`config.mk`:
```
export PLATFORM = sky130hd
export DESIGN_NAME = fetch_ctrl
export DESIGN_NICKNAME = d
export VERILOG_FILES = /design/src/rtl/fetch_ctrl.sv
export SDC_FILE = /design/constraint.sdc
export NUM_CORES = 1
export LEC_CHECK = 0
export ABC_AREA = 1
export ABC_CLOCK_PERIOD_IN_PS = 4620
export CELL_PAD_IN_SITES_DETAIL_PLACEMENT = 2
export CELL_PAD_IN_SITES_GLOBAL_PLACEMENT = 2
export CORE_UTILIZATION = 27
export CTS_CLUSTER_SIZE = 14
export DETAILED_ROUTE_END_ITERATION = 16
export PLACE_DENSITY_LB_ADDON = 0.1
export REMOVE_ABC_BUFFERS = 1
export SKIP_CTS_REPAIR_TIMING = 1
export SLEW_MARGIN = 20
export SYNTH_ARGS = -nofsm -noshare
export SYNTH_HDL_FRONTEND = slang
export SYNTH_SLANG_ARGS = --single-unit
```
`constraint.sdc`:
```
create_clock -name clk -period 4.62 [get_ports clk]
set_clock_uncertainty 0.1 [all_clocks]
set_input_delay 1.386 -clock clk [delete_from_list [all_inputs] [get_ports clk]]
set_output_delay 1.386 -clock clk [all_outputs]
set_load 0.01 [all_outputs]
```
`src/rtl/fetch_ctrl.sv`:
```
// fetch_ctrl: instruction-fetch sequencer.
// Holds the fetch PC and a single 128-bit line buffer, and presents pc/idata to the
// dual-issue fetch/select stage. On a miss it requests one line at a time over a
// req/gnt + rvalid handshake, with at most one request outstanding. Redirects that
// arrive while a request is in flight cause the returning line to be dropped.
// Optional build macro: FETCH_CTRL_PERF_EN adds perf_miss_cnt / perf_drop_cnt outputs.
module fetch_ctrl #(
  parameter int unsigned         ADDR_LEN  = 32,
  parameter int unsigned         LINE_BITS = 128,
  parameter logic [ADDR_LEN-1:0] RESET_PC  = '0
) (
  input  logic                 clk,
  input  logic                 reset,
  input  logic [ADDR_LEN-1:0]  npc,
  input  logic                 stall_in,
  input  logic                 redirect,
  input  logic [ADDR_LEN-1:0]  redirect_pc,
  output logic [ADDR_LEN-1:0]  pc,
  output logic [LINE_BITS-1:0] idata,
  output logic                 fetch_valid,
  output logic                 imem_req,
  output logic [ADDR_LEN-1:0]  imem_addr,
  input  logic                 imem_gnt,
  input  logic                 imem_rvalid,
  input  logic [LINE_BITS-1:0] imem_rdata
`ifdef FETCH_CTRL_PERF_EN
  ,
  output logic [31:0]          perf_miss_cnt,
  output logic [31:0]          perf_drop_cnt
`endif
);

  localparam int unsigned TagW = ADDR_LEN - 4;

  typedef enum logic [1:0] {
    StRun,
    StReq,
    StWait,
    StDrop
  } state_e;

  state_e               state_q, state_d;
  logic [ADDR_LEN-1:0]  pc_q, pc_d;
  logic [ADDR_LEN-1:0]  req_addr_q, req_addr_d;
  logic [LINE_BITS-1:0] lbuf_q, lbuf_d;
  logic [TagW-1:0]      lbuf_tag_q, lbuf_tag_d;
  logic                 lbuf_valid_q, lbuf_valid_d;
  // Set when a redirect lands in REQ before the grant; the granted line is then stale.
  logic                 drop_pend_q, drop_pend_d;

  logic                 hit;
  logic                 consume;

  assign hit = lbuf_valid_q && (lbuf_tag_q == pc_q[ADDR_LEN-1:4]);

  // Next-state, PC update and handshake outputs.
  always_comb begin
    state_d      = state_q;
    pc_d         = pc_q;
    req_addr_d   = req_addr_q;
    lbuf_d       = lbuf_q;
    lbuf_tag_d   = lbuf_tag_q;
    lbuf_valid_d = lbuf_valid_q;
    drop_pend_d  = drop_pend_q;

    fetch_valid  = (state_q == StRun) && hit;
    imem_req     = (state_q == StReq);
    consume      = fetch_valid && !stall_in;

    // Redirect wins over consume; the pair shown this cycle is not taken.
    if (redirect) begin
      pc_d = redirect_pc;
    end else if (consume) begin
      pc_d = npc;
    end

    case (state_q)
      StRun: begin
        if (!hit && !redirect) begin
          state_d     = StReq;
          req_addr_d  = {pc_q[ADDR_LEN-1:4], 4'b0000};
          drop_pend_d = 1'b0;
        end
      end
      StReq: begin
        // Address stays latched until granted; the request is never withdrawn.
        if (imem_gnt) begin
          state_d     = (drop_pend_q || redirect) ? StDrop : StWait;
          drop_pend_d = 1'b0;
        end else if (redirect) begin
          drop_pend_d = 1'b1;
        end
      end
      StWait: begin
        if (imem_rvalid) begin
          // A same-cycle redirect still installs the line under the old pc's tag.
          lbuf_d       = imem_rdata;
          lbuf_tag_d   = pc_q[ADDR_LEN-1:4];
          lbuf_valid_d = 1'b1;
          state_d      = StRun;
        end else if (redirect) begin
          state_d = StDrop;
        end
      end
      StDrop: begin
        if (imem_rvalid) begin
          state_d = StRun;
        end
      end
      default: begin
        state_d = StRun;
      end
    endcase
  end

  // State registers.
  always_ff @(posedge clk or negedge reset) begin
    if (!reset) begin
      state_q      <= StRun;
      pc_q         <= RESET_PC;
      req_addr_q   <= '0;
      lbuf_q       <= '0;
      lbuf_tag_q   <= '0;
      lbuf_valid_q <= 1'b0;
      drop_pend_q  <= 1'b0;
    end else begin
      state_q      <= state_d;
      pc_q         <= pc_d;
      req_addr_q   <= req_addr_d;
      lbuf_q       <= lbuf_d;
      lbuf_tag_q   <= lbuf_tag_d;
      lbuf_valid_q <= lbuf_valid_d;
      drop_pend_q  <= drop_pend_d;
    end
  end

  assign pc        = pc_q;
  assign idata     = lbuf_q;
  assign imem_addr = req_addr_q;

`ifdef FETCH_CTRL_PERF_EN
  logic [31:0] miss_cnt_q, miss_cnt_d;
  logic [31:0] drop_cnt_q, drop_cnt_d;

  // Saturating counters: cycles spent off RUN, and entries into DROP.
  always_comb begin
    miss_cnt_d = miss_cnt_q;
    drop_cnt_d = drop_cnt_q;
    if ((state_q != StRun) && (miss_cnt_q != 32'hFFFF_FFFF)) begin
      miss_cnt_d = miss_cnt_q + 32'd1;
    end
    if ((state_d == StDrop) && (state_q != StDrop) && (drop_cnt_q != 32'hFFFF_FFFF)) begin
      drop_cnt_d = drop_cnt_q + 32'd1;
    end
  end

  // Counter registers.
  always_ff @(posedge clk or negedge reset) begin
    if (!reset) begin
      miss_cnt_q <= '0;
      drop_cnt_q <= '0;
    end else begin
      miss_cnt_q <= miss_cnt_d;
      drop_cnt_q <= drop_cnt_d;
    end
  end

  assign perf_miss_cnt = miss_cnt_q;
  assign perf_drop_cnt = drop_cnt_q;
`else
  // Performance counters not built.
`endif

endmodule

```
==> run_1/met1.png <==
Scale bar: 50 um.
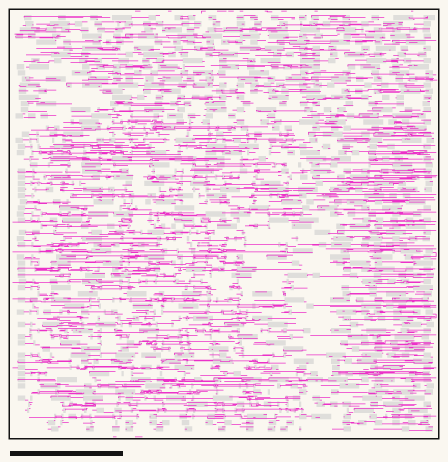
- main direction: horizontal
- longest straight run: 54.3 um
- nets with wire on the layer: 1333
- wire length on this layer: 13900 um
met1 track demand over resource in global routing: 23.01%
sum of routed wire length over all layers: 33780 um
via total after detailed routing: 7996

==> run_1/met2.png <==
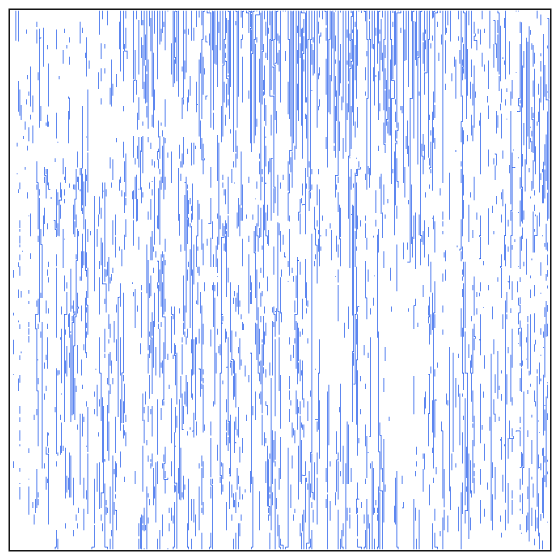
- share of all routed wire: 51%
- longest straight run: 78.8 um
M2 GR Usage: 33.01%

==> run_1/met3.png <==
Scale bar: 50 um.
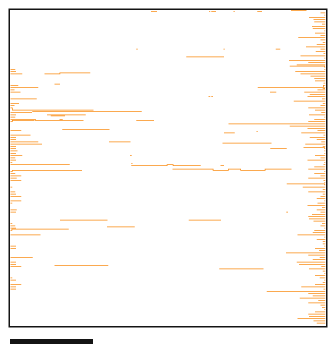
- wire length on this layer: 2020 um
- nets with wire on the layer: 210
- longest straight run: 65.3 um
- main direction: horizontal
- share of all routed wire: 6.0%
met3 Use GR: 3.818%

==> reports/qor.tcl, run 1 <==
set qor(top_area_share_pct) 57.87
set qor(pwr.group.clock_mw) 1.94
set qor(initial_antenna_violation_count) 3
set qor(max_stage_delay_ps) 570
set qor(chipArea_sq_um) 35990
set qor(tritoncts.num_buffers) 26
set qor(cells_along_the_critical_path) {xnor2_1 > nand2_1 > nor2_1 > nand4_1 > nor2_1 > nand3_1 > nor2_1 > clkdlybuf4s50_1}
set qor(whs_endpoint) {drop_pend_q}
set qor(firstDrtPassIters) 4
set qor(timing_worst_slew_pin_value_ps) 828.3
set qor(final_layout_top_logic_cell) {sky130_fd_sc_hd__clkdlybuf4s50_1}
set qor(post-route-min-period_ps) 4024
set qor(clk_pin_slew_worst_paths_ps) 50
set qor(synth.yosys.num_cells) 931
set qor(signal_buffer_area_fraction_pct) 27.37
set qor(grt_first_pass_wirelength_um) 52290
set qor(detail_route.wirelength.met1_um) 13940
set qor(design_power_total_mw) 9.072
set qor(cp-end-kind) {output port}
set qor(pwr-share-comb_pct) 42.5
set qor(die_height_um) 189.7
set qor(numPortBuffers) 387
set qor(critPathTopFamily) {simple AND/OR/NAND/NOR gates}
set qor(max-cap-violations) 0
set qor(ys.flops) 220
set qor(synthesis.area_sq_um) 9513
set qor(cp.buffers_inverters) 1
set qor(clock_power_share_pct) 21.4
set qor(crit_path_end) {fetch_valid}
set qor(final_antenna_net_count) 0
set qor(worst-r2r-cell-count) 12
set qor(synth_cell_types) 31
set qor(ys_sh_mux_pct) 15.63
set qor(syn-mean-instance-area_sq_um) 10.22
set qor(dp.final_hpwl_um) 24590
set qor(xor_xnor_area_share_pct) 0.9207
set qor(comb-power_mw) 3.85
set qor(ios) 392
set qor(hold_viol) 0
set qor(n_clock_buffer) 40
set qor(first_global_vias) 8672
set qor(sw_frac_of_total_pct) 32.73
set qor(num-nets-final) 1511
set qor(status) {complete, no violations}
set qor(comb_area_share_pct) 24.21
set qor(flop_share_of_the_area_pct) 37.53
set qor(wl_per_cell_um) 18.89
set qor(inverters) 59
set qor(synth.cellmix.adderShare_pct) 0
set qor(synthesis.instances) 931
set qor(power.sequential.fraction_pct) 36.1
set qor(via_per_inst) 4.472
set qor(die_width_um) 189.7
set qor(timing.critical_path.arrival_ps) 2540
set qor(top_layer) {met4}
set qor(synth.cellmix.simpleShare_pct) 17.28
set qor(timing.final.max_slew_violations) 0
set qor(powerSeq_mw) 3.28
set qor(warning_count_from_the_yosys_run) 0
set qor(post_route_cells_drive_above_1_share_pct) 15.79
set qor(placement_rows) 68
set qor(clock_cell_area_share_pct) 5.451
set qor(slack_of_the_worst_reg_to_reg_path_ps) 2180
set qor(worst_hold_startpoint) {drop_pend_q}
set qor(drt-initial-drc-count) 213
set qor(depth_of_the_cts_h_tree) 1
set qor(cellPowerDensity_nw_per_um2) 618.5
set qor(n_antenna_cell) 3
set qor(preCtsSetupSlack_ps) 1043
set qor(start_kind) {flip-flop}
set qor(critPathKind) {flip-flop to output port}
set qor(post-route-period-util_pct) 87.11
set qor(fp_util_pct) 27.47
set qor(main_combinational_cell_family_by_area_after_synthesis) {simple AND/OR/NAND/NOR gates}
set qor(hold_class) {flip-flop to flip-flop}
set qor(clk_latency_ps) 520
set qor(routabilityCongestion) 0.7506
set qor(crit-reg2reg-capture) {imem_addr[28]}
set qor(fill_cell_total_of_the_finished_layout) 3633
set qor(area_dominant_class) {flip-flops and latches}
set qor(cts-root-buf) {sky130_fd_sc_hd__clkbuf_16}
set qor(totalNegativeSetupSlack_ps) 0
set qor(mostFrequentLayoutCells) {sky130_fd_sc_hd__clkdlybuf4s50_1 (385), sky130_fd_sc_hd__nand2_1 (320), sky130_fd_sc_hd__dfrtp_1 (220)}
set qor(dr_wl_met3_um) 2024
set qor(register_area_share_after_synthesis_pct) 57.87
set qor(comb.multi_input.count) 607
set qor(post-route-drc-count) 0
-- run 1: synthesized netlist by cell type (all sizes together) --
master   number
nand4         5
buf          37
xnor2         9
nand3        44
nor2         22
clkinv        4
o2111ai       2
nand3b        2
inv          55
a21oi         1
o21ai        55
a211oi        1
and2          1
conb          1
xor2          1
clkbuf       11
nor4          1
nor3          2
nand2       325
mux2        132
dfrtp       220
-- run 1: stage by stage --
step           std cells  hold slack, ps  cell area (sq um)  utilization [%]
6_report            1788           379.2              14670            42.36
5_1_grt             1788           415.5              14670            42.36
4_1_cts             1785           390.4              14660            42.34
3_5_place_dp        1740           376.8              13860            40.03
3_3_place_gp        1740           359.4              13860            40.03
2_1_floorplan        886           336.5               9265                -
==> run 1 -> run 2 <==
CTS_CLUSTER_DIAMETER = 80   (was default)
CTS_CLUSTER_SIZE = 20   (was 14)
==> run_2/met2.png <==
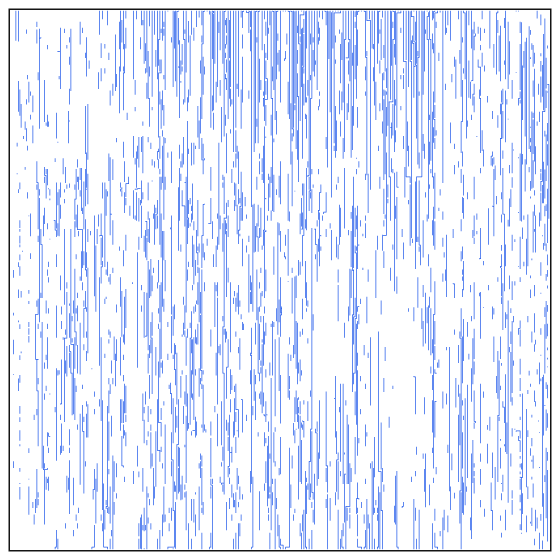
- share of all routed wire: 51%
- longest straight run: 70.9 um
- wire length on this layer: 17200 um
M2 GR Usage: 33.21%
sum of routed wire length over all layers: 33710 um

==> reports/qor.tcl, run 2 <==
set qor(status) {complete, no violations}
set qor(design_power_total_mw) 8.724 ;# -3.8%
set qor(grt_first_pass_wirelength_um) 51920 ;# -0.71%
set qor(area_dominant_class) {flip-flops and latches}
set qor(warning_count_from_the_yosys_run) 0 ;# unchanged
set qor(n_antenna_cell) 2 ;# -1
set qor(max_stage_delay_ps) 570 ;# about the same
set qor(synthesis.instances) 931 ;# unchanged
set qor(firstDrtPassIters) 4 ;# unchanged
set qor(common_cells) {sky130_fd_sc_hd__nand2_1 (320), sky130_fd_sc_hd__dfrtp_1 (220), sky130_fd_sc_hd__mux2_2 (132), sky130_fd_sc_hd__o21ai_0 (45), sky130_fd_sc_hd__nand3_1 (44)}
set qor(cellPowerDensity_nw_per_um2) 604.5 ;# -2.3%
set qor(critPathKind) {flip-flop to output port}
set qor(powerSeq_mw) 3.26 ;# about the same
set qor(main_combinational_cell_family_by_area_after_synthesis) {simple AND/OR/NAND/NOR gates}
set qor(clock_power_share_pct) 18.3 ;# -3.1 points
set qor(synthesis.area_sq_um) 9513 ;# unchanged
set qor(ys.flops) 220 ;# unchanged
set qor(preCtsSetupSlack_ps) 1043 ;# unchanged
set qor(via_per_inst) 4.481 ;# +0.21%
set qor(synth.cellmix.adderShare_pct) 0 ;# unchanged
set qor(initial_antenna_violation_count) 2 ;# -1
set qor(post-route-drc-count) 0 ;# unchanged
set qor(synth.yosys.num_cells) 931 ;# unchanged
set qor(placed_area_sq_um) 13860 ;# unchanged
set qor(timing.critical_path.arrival_ps) 2550 ;# about the same
set qor(placement_rows) 68 ;# unchanged
set qor(timing_worst_slew_pin_value_ps) 788.2 ;# -40.07 ps
set qor(detail_route.wirelength.met1_um) 14180 ;# +1.7%
set qor(max-cap-violations) 0 ;# unchanged
set qor(synth_cell_types) 31 ;# unchanged
set qor(num-nets-final) 1502 ;# -0.60%
set qor(signal_buffer_area_fraction_pct) 27.81 ;# +0.45 points
set qor(fill_cell_total_of_the_finished_layout) 3650 ;# +0.47%
set qor(edf_count) 0 ;# unchanged
set qor(top_layer) {met4}
set qor(sw_frac_of_total_pct) 33.66 ;# +0.94 points
set qor(crit_path_end) {fetch_valid}
set qor(fp_util_pct) 27.47 ;# unchanged
set qor(dp.cells) 1740 ;# unchanged
set qor(chipArea_sq_um) 35990 ;# unchanged
set qor(post_route_cells_drive_above_1_share_pct) 15.31 ;# -0.48 points
set qor(crit-reg2reg-capture) {imem_addr[28]}
set qor(layoutNonFillerInstCount) 1770 ;# -1.0%
set qor(final_layout_top_logic_cell) {sky130_fd_sc_hd__clkdlybuf4s50_1}
set qor(top_area_share_pct) 57.87 ;# unchanged
set qor(mostFrequentLayoutCells) {sky130_fd_sc_hd__clkdlybuf4s50_1 (385), sky130_fd_sc_hd__nand2_1 (320), sky130_fd_sc_hd__dfrtp_1 (220)}
set qor(depth_of_the_cts_h_tree) 1 ;# unchanged
set qor(numPortBuffers) 387 ;# unchanged
set qor(timing.final.max_slew_violations) 0 ;# unchanged
set qor(clock_cell_area_share_pct) 3.927 ;# -1.5 points
set qor(worst-r2r-cell-count) 12 ;# unchanged
==> run_2/final_clocks.png <==
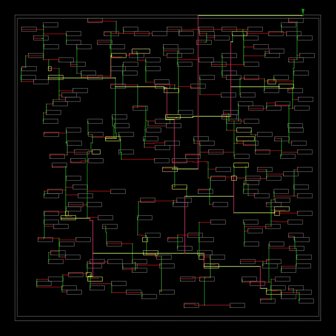
insertion delay to the later sink of the worst-skew pair: 500 ps
flip-flops: 220
number of sinks handled by clock tree synthesis: 220
Clock Buffer Count: 19
total clock network power: 1.59 mW

[run 2: netlist changes by cell type in the layout (fill, tap and decap cells not counted)]
cell / before / now
sky130_fd_sc_hd__clkbuf_16: 27 / 17
sky130_fd_sc_hd__clkbuf_1: 8 / 0
sky130_fd_sc_hd__inv_6: 0 / 4
sky130_fd_sc_hd__clkbuf_8: 5 / 2
sky130_fd_sc_hd__clkinv_2: 5 / 2
sky130_fd_sc_hd__bufinv_16: 0 / 2
sky130_fd_sc_hd__clkinv_4: 0 / 1
sky130_fd_sc_hd__diode_2: 3 / 2
[run 2: worst max-delay path, delay by kind of cell, from the launching register on]
family	cells	cell delay, ps
DFF	1	440
and+or+nand+nor	6	800
xor gates and xnor gates	1	240
buffers and inverters	1	570
Power and IR drop assume default switching activity.
